placement.png
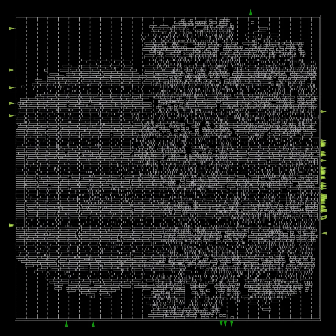
clk_routes.png
Scale bar: 100 um.
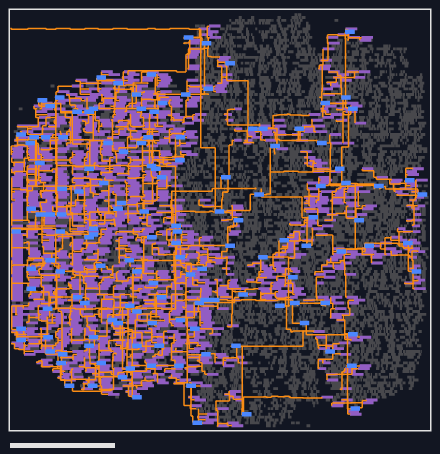
layer_met2.png
Cells faint in the background.
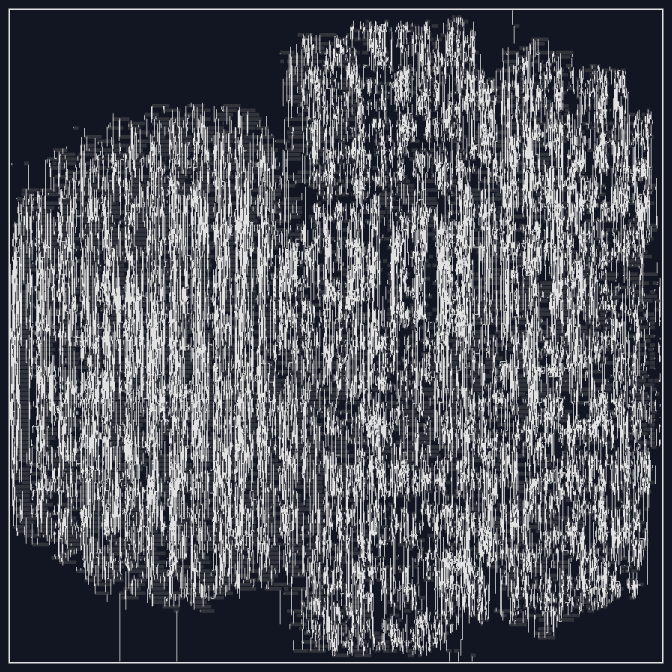
placement_by_type.png
Scale bar: 100 um.
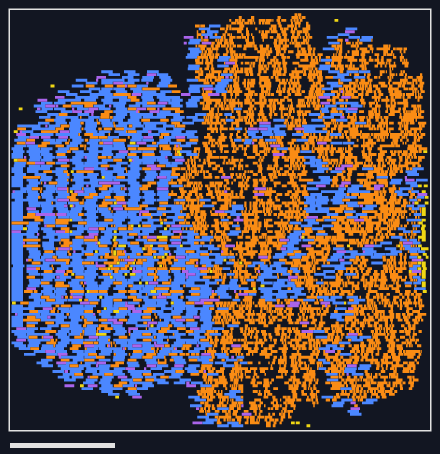
--- src/rtl/bconv_stream_if.sv ---
// Streaming binary-conv handshake bundle: weight strobe, pixel in, result beats out.
// master drives pixels, weights and out_ready; slave is the convolution engine.
interface bconv_stream_if #(
  parameter int DW  = 8,
  parameter int NCH = 1,
  parameter int OW  = 32
);
  logic              weight_en;
  logic              weight;
  logic              in_valid;
  logic              in_ready;
  logic [DW-1:0]     din;
  logic              out_valid;
  logic              out_ready;
  logic [NCH*OW-1:0] dout;
  logic              out_last;
  logic              done;
  logic              wload_done;

  modport master (
    output weight_en, weight, in_valid, din, out_ready,
    input  in_ready, out_valid, dout, out_last, done, wload_done
  );

  modport slave (
    input  weight_en, weight, in_valid, din, out_ready,
    output in_ready, out_valid, dout, out_last, done, wload_done
  );
endinterface

--- src/rtl/bconv_stream.sv ---
// KxK binary-weight convolution over a raster pixel stream; results 2 advancing cycles after the completing pixel.
// A stalled output beat freezes the whole pipeline and drops in_ready.
module bconv_stream #(
  parameter int DW    = 8,
  parameter int IMG_W = 28,
  parameter int IMG_H = 28,
  parameter int K     = 5,
  parameter int NCH   = 1,
  parameter int OW    = 32
) (
  input logic           clk,
  input logic           rst,
  bconv_stream_if.slave io
);
  localparam int NW  = NCH * K * K;
  localparam int WCW = (NW > 1) ? $clog2(NW) : 1;
  localparam int CW  = (IMG_W > 1) ? $clog2(IMG_W) : 1;
  localparam int RW  = (IMG_H > 1) ? $clog2(IMG_H) : 1;
  localparam logic [CW-1:0]  C_MAX  = CW'(IMG_W - 1);
  localparam logic [CW-1:0]  C_WIN  = CW'(K - 1);
  localparam logic [RW-1:0]  R_MAX  = RW'(IMG_H - 1);
  localparam logic [RW-1:0]  R_WIN  = RW'(K - 1);
  localparam logic [WCW-1:0] W_LAST = WCW'(NW - 1);

  typedef enum logic {S_LOAD, S_RUN} state_t;

  state_t                  state;
  logic [NW-1:0]           wbits;
  logic [WCW-1:0]          wcnt;
  logic [RW-1:0]           row;
  logic [CW-1:0]           col;
  logic [DW-1:0]           lb  [K-1][IMG_W];
  logic [DW-1:0]           win [K][K];
  logic                    win_vld, win_last, s1_vld, s1_last;
  logic signed [OW-1:0]    rsum     [NCH][K];
  logic signed [OW-1:0]    rsum_nxt [NCH][K];
  logic signed [OW-1:0]    acc, pix, tot;
  logic [NCH*OW-1:0]       dsum;
  logic                    adv, accept, idle, win_done, frame_end;

  assign adv         = !(io.out_valid && !io.out_ready);
  assign io.in_ready = (state == S_RUN) && adv;
  assign accept      = io.in_valid && io.in_ready;
  assign win_done    = (row >= R_WIN) && (col >= C_WIN);
  assign frame_end   = (row == R_MAX) && (col == C_MAX);
  assign idle        = (row == '0) && (col == '0) && !win_vld && !s1_vld && !io.out_valid;
  assign io.done     = io.out_valid && io.out_ready && io.out_last;

  // Weight reload is only honoured between frames with nothing in flight.
  always_ff @(posedge clk) begin
    if (rst) begin
      state         <= S_LOAD;
      wcnt          <= '0;
      wbits         <= '0;
      io.wload_done <= 1'b0;
    end else begin
      case (state)
        S_LOAD: if (io.weight_en) begin
          wbits[wcnt] <= io.weight;
          if (wcnt == W_LAST) begin
            wcnt          <= '0;
            state         <= S_RUN;
            io.wload_done <= 1'b1;
          end else begin
            wcnt <= wcnt + 1'b1;
          end
        end
        S_RUN: if (io.weight_en && idle) begin
          wbits[0]      <= io.weight;
          wcnt          <= WCW'(1);
          state         <= S_LOAD;
          io.wload_done <= 1'b0;
        end
        default: state <= S_LOAD;
      endcase
    end
  end

  always_ff @(posedge clk) begin
    if (rst) begin
      row          <= '0;
      col          <= '0;
      win_vld      <= 1'b0;
      win_last     <= 1'b0;
      s1_vld       <= 1'b0;
      s1_last      <= 1'b0;
      io.out_valid <= 1'b0;
      io.out_last  <= 1'b0;
      io.dout      <= '0;
    end else if (adv) begin
      if (accept) begin
        if (col == C_MAX) begin
          col <= '0;
          row <= (row == R_MAX) ? '0 : row + 1'b1;
        end else begin
          col <= col + 1'b1;
        end
      end
      win_vld      <= accept && win_done;
      win_last     <= accept && win_done && frame_end;
      s1_vld       <= win_vld;
      s1_last      <= win_last;
      io.out_valid <= s1_vld;
      io.out_last  <= s1_last;
      io.dout      <= dsum;
    end
  end

  // Line buffers hold the K-1 previous rows; the window shifts one column per accepted pixel.
  always_ff @(posedge clk) begin
    if (accept) begin
      for (int i = 0; i < K - 2; i++) lb[i][col] <= lb[i+1][col];
      lb[K-2][col] <= io.din;
      for (int kr = 0; kr < K; kr++)
        for (int kc = 0; kc < K - 1; kc++) win[kr][kc] <= win[kr][kc+1];
      for (int kr = 0; kr < K - 1; kr++) win[kr][K-1] <= lb[kr][col];
      win[K-1][K-1] <= io.din;
    end
    if (adv) rsum <= rsum_nxt;
  end

  always_comb begin
    acc = '0;
    pix = '0;
    for (int ch = 0; ch < NCH; ch++) begin
      for (int kr = 0; kr < K; kr++) begin
        acc = '0;
        for (int kc = 0; kc < K; kc++) begin
          pix = OW'(win[kr][kc]);
          if (wbits[ch*K*K + kr*K + kc]) acc = acc + pix;
          else                           acc = acc - pix;
        end
        rsum_nxt[ch][kr] = acc;
      end
    end
  end

  always_comb begin
    dsum = '0;
    tot  = '0;
    for (int ch = 0; ch < NCH; ch++) begin
      tot = '0;
      for (int kr = 0; kr < K; kr++) tot = tot + rsum[ch][kr];
      dsum[ch*OW +: OW] = tot;
    end
  end
endmodule

--- src/flat_wrapper.sv ---
// flat-port wrapper written by rule: the top's interface ports become plain ports
module bconv_stream_flat 
#(
  parameter int DW    = 8,
  parameter int IMG_W = 28,
  parameter int IMG_H = 28,
  parameter int K     = 5,
  parameter int NCH   = 1,
  parameter int OW    = 32
)
  (clk, rst, io_weight_en, io_weight, io_in_valid, io_din, io_out_ready, io_in_ready, io_out_valid, io_dout, io_out_last, io_done, io_wload_done);
  bconv_stream_if #(.DW(DW), .NCH(NCH), .OW(OW)) io_i ();
  input logic clk;
  input logic rst;
  input wire logic [$bits(io_i.weight_en)-1:0] io_weight_en;
  input wire logic [$bits(io_i.weight)-1:0] io_weight;
  input wire logic [$bits(io_i.in_valid)-1:0] io_in_valid;
  input wire logic [$bits(io_i.din)-1:0] io_din;
  input wire logic [$bits(io_i.out_ready)-1:0] io_out_ready;
  output wire logic [$bits(io_i.in_ready)-1:0] io_in_ready;
  output wire logic [$bits(io_i.out_valid)-1:0] io_out_valid;
  output wire logic [$bits(io_i.dout)-1:0] io_dout;
  output wire logic [$bits(io_i.out_last)-1:0] io_out_last;
  output wire logic [$bits(io_i.done)-1:0] io_done;
  output wire logic [$bits(io_i.wload_done)-1:0] io_wload_done;
  assign io_i.weight_en = io_weight_en;
  assign io_i.weight = io_weight;
  assign io_i.in_valid = io_in_valid;
  assign io_i.din = io_din;
  assign io_i.out_ready = io_out_ready;
  assign io_in_ready = io_i.in_ready;
  assign io_out_valid = io_i.out_valid;
  assign io_dout = io_i.dout;
  assign io_out_last = io_i.out_last;
  assign io_done = io_i.done;
  assign io_wload_done = io_i.wload_done;
  bconv_stream #(.DW(DW), .IMG_W(IMG_W), .IMG_H(IMG_H), .K(K), .NCH(NCH), .OW(OW)) u_core (.clk(clk), .rst(rst), .io(io_i));
endmodule
--- config.mk ---
export PLATFORM = sky130hd
export DESIGN_NAME = bconv_stream_flat
export DESIGN_NICKNAME = d
export VERILOG_FILES = /design/src/rtl/bconv_stream_if.sv /design/src/rtl/bconv_stream.sv /design/src/flat_wrapper.sv
export SDC_FILE = /design/constraint.sdc
export NUM_CORES = 2
export LEC_CHECK = 0
export CAP_MARGIN = 15
export CORE_UTILIZATION = 52
export CTS_CLUSTER_SIZE = 25
export DETAILED_ROUTE_END_ITERATION = 16
export PLACE_DENSITY = 0.73
export SYNTH_ARGS = -nofsm -noshare
export SYNTH_HDL_FRONTEND = slang
export SYNTH_SLANG_ARGS = --single-unit
--- constraint.sdc ---
create_clock -name clk -period 17.95 [get_ports clk]
set_input_delay 3.59 -clock clk [delete_from_list [all_inputs] [get_ports clk]]
set_output_delay 3.59 -clock clk [all_outputs]
set_load 0.1 [all_outputs]
==> impl_metrics.yaml <==
# implementation run metrics
run_status:
  run_status: "complete, no violations"
setup_path:
  cp.arrival_ps: 6670
  worst_reg_to_reg_cells: 37
  reg2reg_from: "u_core.win[0][26]"
  critical_path_peak_fanout: 121
  worst-setup-path-type: "in -> out"
  cpPeakStageDelay_ps: 1170
  critical_path.slowest_cell: "sky130_fd_sc_hd__clkdlybuf4s50_1"
  path_cells: "clkdlybuf4s50_1 > nor2b_4 > buf_4 > inv_8 > and2_1 > clkdlybuf4s50_1"
  flop_to_flop_setup_slack_ps: 8560
  cp-start-kind: "input pin"
  critical-path-top-cell-by-count: "sky130_fd_sc_hd__clkdlybuf4s50_1"
synthesis:
  synth_dominant_cell_count: "sky130_fd_sc_hd__edfxtp_1"
  post_synth_num_cell_types: 81
  synth_area_um2: 82400
  synth-cells-yosys: 6976
  synth_area_per_cell_um2: 11.8
  synthCells: 6976
  ys_area_um2: 82400
  synth-edff-count: 1256
  synth_area_leader_cell: "sky130_fd_sc_hd__edfxtp_1"
  synth.ff_latch_count: 1336
  yosys.stat.seqShare_pct: 47.7
  yosysWarningCount: 0
  ys_top_cells_by_area: "sky130_fd_sc_hd__edfxtp_1 46%, sky130_fd_sc_hd__ha_1 9.6%, sky130_fd_sc_hd__mux4_2 6.6%"
routing:
  viasPerCell: 6.22
  drtIter0Drc: 5000
  post_drt_wl_per_cell_um: 23.2
  drt_first_pass_iters: 6
  drtAntennaViolNets: 0
finish:
  syn2layout_area_growth_pct: 9.38
  layout.nets: 7792
  final_area_um2: 90200
  post_route_cells_drive_above_1_share_pct: 9.22
  finish.cell_count_without_fillers: 9205
clock_network:
  cts.clk_slew.worst_paths_ps: 60
  cts_max_path_buffers: 3
  clock_tree_from_tritoncts: "built"
  clock_sink_count: 1336
  hold_buffers: 0
  post_cts_buffers: 0
die:
  die_y_um: 400
  initial_utilization_pct: 52.6
  die-width_um: 400
place:
  numPlacedInstances: 8947
  dp_hpwl_um: 148000
  postPlaceCellArea_um2: 85500
  numPortBuffers: 50
  globalplace.congestion: 0.932
power:
  powerDensity_nw_per_um2: 91.1
  power.static_leakage_uw: 0.0308
  post-layout-total-power_uw: 8210
grt:
  grt.overflow.total: 0
  grt_pass1_wl_um: 325000
  grt_max_degree: 131
final_timing:
  drv_slew: 0
  final.setup.tns_ps: 0
  finalClockSkew_ps: 48.4
  clock.fmax_mhz: 97.4
  final-hold-violation-count: 0
  final_critical_path_required_period_ps: 10260
  slew_headroom_pct: 21.3
  final-setup-viol-count: 0
job:
  maxCapViolCount: 0
  stage_log_warnings: 44
min_path:
  min_from: "u_core.io.dout[22]"
  worstHoldEndpoint: "u_core.io.dout[22]"
-- placement.png (at the start) --
Core Box Area: 157,000 um2
Tap Count: 2,058
Filler Cells Inserted: 12,532

-- clk_routes.png (at the start) --
[clock drivers] blue | count: 140
[clock wires] orange | length: 16,400 um
[flip-flops] purple | count: 1,336
routed clock nets: 141
Clk network pwr share: 35.2%
clock latency at the later pin of the worst-skew pair: 800 ps

-- layer_met2.png (at the start) --
share of all routed wire: 49%
nets with wire on the layer: 6,781
wire length on this layer: 104 mm
longest straight run: 150 um
total wire length after detailed routing: 213,000 um
routed vias: 57,273
grt met2 use: 44.6%

-- placement_by_type.png (at the start) --
[flops] blue | cells: 1,336 | share of their area: 45%
[other buffers and delay cells] yellow | cells: 111 | share of their area: 1.2%
[combinational and other logic] orange | cells: 5,446 | share of their area: 49%
[clock drivers and dummy loads] purple | cells: 254 | share of their area: 5.2%
share of the final layout cell area in sequential cells: 43.6%
Std-Cell Rows: 145

==> per-stage QoR <==
step / util (%) / worst slack, ps / hold slack (ps)
global route: 57.5 / 7580 / 468
global placement: 54.6 / 7720 / 439
finish: 57.5 / 7690 / 451
CTS: 57.5 / 7680 / 453
detailed placement: 54.6 / 7700 / 445
floorplan: - / 3770 / 426
==> worst max path at each step <==
stage,depth (start not counted),endpoint,from
final,6,io_in_ready,io_out_ready
after CTS,6,io_in_ready,io_out_ready
after detailed placement,6,io_in_ready,io_out_ready
after floorplan,7,u_core.lb[0][160],io_out_ready
after global routing,6,io_in_ready,io_out_ready
after global placement,6,io_in_ready,io_out_ready
==> layer usage <==
metal  part of all wire [%]  track usage [%]
met1                     42             35.4
met2                     49             44.6
met3                    6.7             3.85
met4                    3.1             8.30
met5                  0.016                0
==> flip-flops by register name (all words and copies together) (netlist names) <==
name / cells
u_core.win_last: 1
u_core.win_vld: 1
u_core.wbits: 25
u_core.state: 1
u_core.rsum: 160
u_core.io.out_valid: 1
u_core.win: 200
u_core.io.out_last: 1
u_core.wcnt: 5
u_core.io.dout: 32
u_core.row: 5
u_core.s1_vld: 1
u_core.io.wload_done: 1
u_core.col: 5
u_core.lb: 896
u_core.s1_last: 1
==> where the power goes <==
part           internal (uW)  switching, uW  leakage [uW]
registers               3480           81.5        0.0120
logic                    681           1080        0.0165
clock network           1620           1270       0.00220
total                   5780           2430        0.0308
==> worst max-delay path: cells and delay by family <==
family,cells,cell delay (ps)
buffers and inverters,4,2610
AND/OR/NAND/NOR,2,390
==> cells in the final DEF, fill, tap and decap left out, drive strengths merged, types with 73 or more instances in the layout <==
| cell | n |
|---|---|
| o21ai | 304 |
| nor3 | 142 |
| fa | 112 |
| clkbuf | 176 |
| ha | 631 |
| a21o | 242 |
| xnor2 | 426 |
| nand2b | 73 |
| a21oi | 721 |
| dfxtp | 80 |
| nand2 | 387 |
| xor2 | 259 |
| o21bai | 81 |
| inv | 287 |
| edfxtp | 1256 |
| nand3 | 119 |
| nor2 | 501 |
| a31oi | 117 |
| mux4 | 241 |
==> cells by family (layout without fill, tap and decap cells) <==
kind of cell | Yosys count | after routing | share of synthesized area [%]
compound gates | 1839 | 1839 | 13.8
xor+xnor | 686 | 686 | 7.31
fa+ha+maj | 743 | 743 | 12.3
buf+inv | 473 | 644 | 2.16
flops | 1336 | 1336 | 47.7
mux | 334 | 334 | 7.79
simple gates | 1565 | 1565 | 8.93
==> area by class of cell <==
class	instances	area (um2)	area share (%)
repair buffers	111	1020	1.13
flip-flops and latches	1336	39300	43.6
clock inverters	78	821	0.910
inverters	279	1060	1.17
clock buffers	176	3730	4.14
well taps	2058	2570	2.86
multi-input cells	5167	41600	46.2
No activity file was given, so power comes from the tool's default toggle rates.
